[config.mk]
export PLATFORM = sky130hd
export DESIGN_NAME = pc_gen
export DESIGN_NICKNAME = d
export VERILOG_FILES = /design/src/rtl/pc_gen.sv
export SDC_FILE = /design/constraint.sdc
export NUM_CORES = 1
export LEC_CHECK = 0
export CORE_ASPECT_RATIO = 1.25
export CORE_UTILIZATION = 25
export DETAILED_ROUTE_END_ITERATION = 7
export GPL_TIMING_DRIVEN = 1
export PLACE_DENSITY_LB_ADDON = 0.2
export SLEW_MARGIN = 25
export SYNTH_ARGS = -nofsm -noshare
export SYNTH_HDL_FRONTEND = slang
export SYNTH_SLANG_ARGS = --single-unit
[constraint.sdc]
create_clock -name clk -period 11.1 [get_ports clk]
set_input_delay 2.22 -clock clk [delete_from_list [all_inputs] [get_ports clk]]
set_output_delay 2.22 -clock clk [all_outputs]
set_load 0.05 [all_outputs]
[src/rtl/pc_gen.sv]
// Fetch-stage PC generator: prioritised flush/redirect, one-entry pending buffer, circular RAS.
// Optional macro PC_GEN_ALIGN_CHECK_EN traps misaligned flush/redirect targets to TRAP_VEC.
module pc_gen #(
    parameter int              XLEN      = 32,
    parameter logic [XLEN-1:0] RESET_PC  = '0,
    parameter int              INC       = 4,
    parameter int              RAS_DEPTH = 4,
    parameter logic [XLEN-1:0] TRAP_VEC  = 'h100
) (
    input  logic            clk,
    input  logic            rst_n,
    input  logic [5:0]      stall_i,
    input  logic            flush_i,
    input  logic [XLEN-1:0] flush_addr_i,
    input  logic            redirect_i,
    input  logic [XLEN-1:0] redirect_addr_i,
    input  logic            call_i,
    input  logic            ret_i,
    output logic [XLEN-1:0] pc_o,
    output logic            pc_valid_o,
    output logic            ras_underflow_o,
    output logic            misalign_o
);
    localparam int PW = $clog2(RAS_DEPTH);
    localparam int CW = PW + 1;

    logic [XLEN-1:0] ras [RAS_DEPTH];
    logic [PW-1:0]   sp;      // next write slot; top entry is sp-1
    logic [CW-1:0]   cnt;
    logic            pend_vld, pend_flush;
    logic [XLEN-1:0] pend_addr;

    logic            advance, take, tgt_flush, bad, ras_empty, ras_we;
    logic [XLEN-1:0] seq_pc, top, tgt;
    logic [PW-1:0]   ras_wa;
    logic            unused_stall;

    assign unused_stall = ^stall_i[4:0];
    assign advance      = ~stall_i[5];
    assign seq_pc       = pc_o + XLEN'(INC);
    assign top          = ras[sp - 1'b1];
    assign ras_empty    = (cnt == '0);

    always_comb begin
        take      = 1'b1;
        tgt_flush = 1'b1;
        tgt       = flush_addr_i;
        if (!flush_i) begin
            if (pend_vld && pend_flush) begin
                tgt = pend_addr;
            end else if (redirect_i) begin
                tgt_flush = 1'b0;
                tgt       = redirect_addr_i;
            end else if (pend_vld) begin
                tgt_flush = 1'b0;
                tgt       = pend_addr;
            end else begin
                take      = 1'b0;
                tgt_flush = 1'b0;
            end
        end
    end

`ifdef PC_GEN_ALIGN_CHECK_EN
    assign bad = take && (tgt[1:0] != 2'b00);
`else
    assign bad        = 1'b0;
    assign misalign_o = 1'b0;
`endif

    // Call together with a live ret on a non-empty stack rewrites the top slot in place.
    always_comb begin
        ras_we = pc_valid_o && advance && !take && call_i;
        ras_wa = (ret_i && !ras_empty) ? sp - 1'b1 : sp;
    end

    always_ff @(posedge clk) begin
        if (ras_we) ras[ras_wa] <= seq_pc;
    end

    always_ff @(posedge clk or negedge rst_n) begin
        if (!rst_n) begin
            pc_o            <= RESET_PC;
            pc_valid_o      <= 1'b0;
            ras_underflow_o <= 1'b0;
`ifdef PC_GEN_ALIGN_CHECK_EN
            misalign_o      <= 1'b0;
`endif
            pend_vld        <= 1'b0;
            pend_flush      <= 1'b0;
            pend_addr       <= '0;
            sp              <= '0;
            cnt             <= '0;
        end else begin
            pc_valid_o      <= 1'b1;
            ras_underflow_o <= 1'b0;
`ifdef PC_GEN_ALIGN_CHECK_EN
            misalign_o      <= bad && advance && pc_valid_o;
`endif
            // The first edge after reset only validates RESET_PC so it gets fetched.
            if (!pc_valid_o) begin
                pc_o <= RESET_PC;
            end else if (!advance) begin
                if (flush_i) begin
                    pend_vld   <= 1'b1;
                    pend_flush <= 1'b1;
                    pend_addr  <= flush_addr_i;
                end else if (redirect_i && !(pend_vld && pend_flush)) begin
                    pend_vld   <= 1'b1;
                    pend_flush <= 1'b0;
                    pend_addr  <= redirect_addr_i;
                end
            end else if (take) begin
                pend_vld <= 1'b0;
                pc_o     <= bad ? TRAP_VEC : tgt;
                if (tgt_flush || bad) begin
                    cnt <= '0;
                    sp  <= '0;
                end
            end else if (ret_i && !ras_empty) begin
                pc_o <= top;
                if (!call_i) begin
                    sp  <= sp - 1'b1;
                    cnt <= cnt - 1'b1;
                end
            end else begin
                pc_o            <= seq_pc;
                ras_underflow_o <= ret_i;
                if (call_i) begin
                    sp  <= sp + 1'b1;
                    cnt <= (cnt == CW'(RAS_DEPTH)) ? cnt : cnt + 1'b1;
                end
            end
        end
    end
endmodule

==> ci_impl_report.md <==
## Synthesis and layout report

| Metric | Value |
|---|---|
| Crit path largest cell delay | 590 ps |
| Number of core rows | 82 |
| Post-cts gate resize count | 0 |
| Floorplan-stage core utilization | 25.3% |
| Top reg by flops | ras |
| Hold EP | pend_addr[6] |
| Number of logic gates | 563 |
| Total CTS buffers | 22 |
| TAP cells | 504 |
| Routability Congestion | 0.770 |
| Hold-fix buffers, CTS | 0 |
| Worst hold slack across all endpoints | 481 ps |
| Setup_tns | 0 ps |
| Total non-filler cell area in the finished layout | 0.0123 sq mm |
| Non-clock buffer contribution to total cell area | 9.20% |
| Clock-cell share of area | 6.11% |
| Met3 WL | 1.36 mm |
| Register share of the cell area | 46.1% |
| Share of the synthesized area in the top cell type | 38.0% |
| FFs w/ async S/R, synth | 36.3% |
| Ys cells | 843 |
| Hold Path Cell Cnt | 2 |
| Classification of the worst setup path | in -> reg |
| Gate Area | 0.00407 sq mm |
| Worst reg2reg path startpoint | cnt[1] |
| Yosys Chip Area | 0.0101 sq mm |
| Outcome | complete, no violations |
| Clock-pin transition on the worst setup and hold timing paths | 60 ps |
| Path depth of the worst reg2reg path | 6 |
| Worst setup SP type | input port |
| Top comb family, area | AND-OR/OR-AND gates |
| Count of different cell masters after synthesis | 75 |
| Endpoint class of the critical path | flip-flop |
| Worst path required time | 11250 ps |
| Critical path depth | 7 |
| Maximum number of pins on one net before global-route repair | 66 |
| Buffer levels on the longest clock path | 3 |
| Met2 usage | 25.3% |
| Maximum Capacitance Violations | 0 |
| Final setup slack of the worst path | 6380 ps |
| Worst hold-check path type | reg -> reg |
| Fraction of the mapped netlist area in compound gates | 15.7% |
| Unrepaired setup endpoints after global routing | false |
| Met3 Usage GRT | 1.86% |
| Register bit total from synthesis | 201 |
| Count of buffer and inverter cells on the critical path | 3 |
| Iteration count of the initial detailed-routing pass | 5 |
| Final Setup Violations | 0 |
| Buffers outside the clock class | 117 |
| Fraction of area in multi-input gates | 33.1% |
| Total die area | 0.0413 sq mm |
| Cell chain of the critical path | clkdlybuf4s50_1 > o31a_1 > inv_4 > ha_1 > nand4_1 > nor2_2 > buf_4 |
| Most numerous cell in the Yosys netlist | sky130_fd_sc_hd__edfxtp_1 |
| Inverters, non-clock | 14 |
| Post-Layout Cell Count | 1439 |
| Vias in the first global route | 7054 |
| Global-route usage over all layers | 15.0% |
| Origin of the worst min-delay path | pend_addr[6] |
| Synth warnings | 0 |
| CP max-delay cell | sky130_fd_sc_hd__o31a_1 |
| Vias after detailed routing | 7209 |
| Setup slack after placement | 5830 ps |
| Basic-gate share of the synthesized area counting and, or, nand and nor cells | 11.7% |
**Clock network drawn from the DEF**

The bar under the picture is 50 um long.
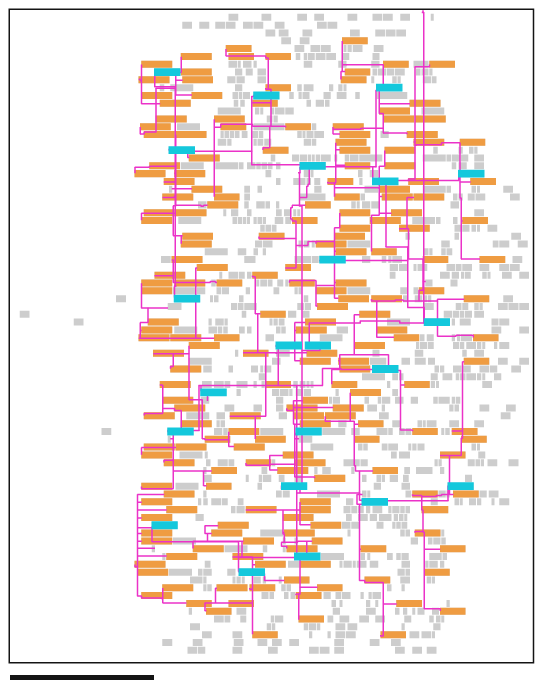
Key: orange = flip-flops [count 201]; cyan = clock-net drivers [count 22]; magenta = clock wires [length 2980 um]
There are 23 routed clock nets.
share of power burned in the clock network: 37.7%
Clock group: 0.766 mW
source-to-sink clock delay at the later pin of the worst-skew pair: 530 ps
Layout Skew: 24.4 ps

**Ports around the boundary**

Pins as bars across the die edge, other pins in grey.
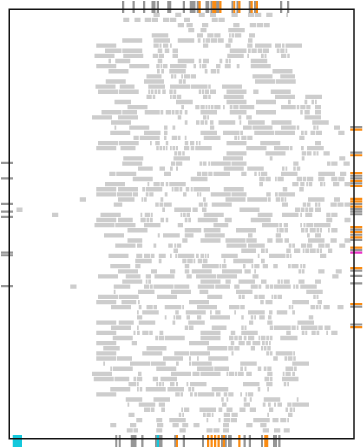
Key: orange = flush_addr_i [pins 32, direction input, edge 15 right, 9 bottom, 8 top]; cyan = stall_i [pins 6, direction input, edge bottom]; magenta = flush_i [pins 1, direction input, edge right]
die outline width: 182 um
# port buffers: 104
vertical die dimension: 227 um

No activity file was given, so power comes from the tool's default toggle rates.
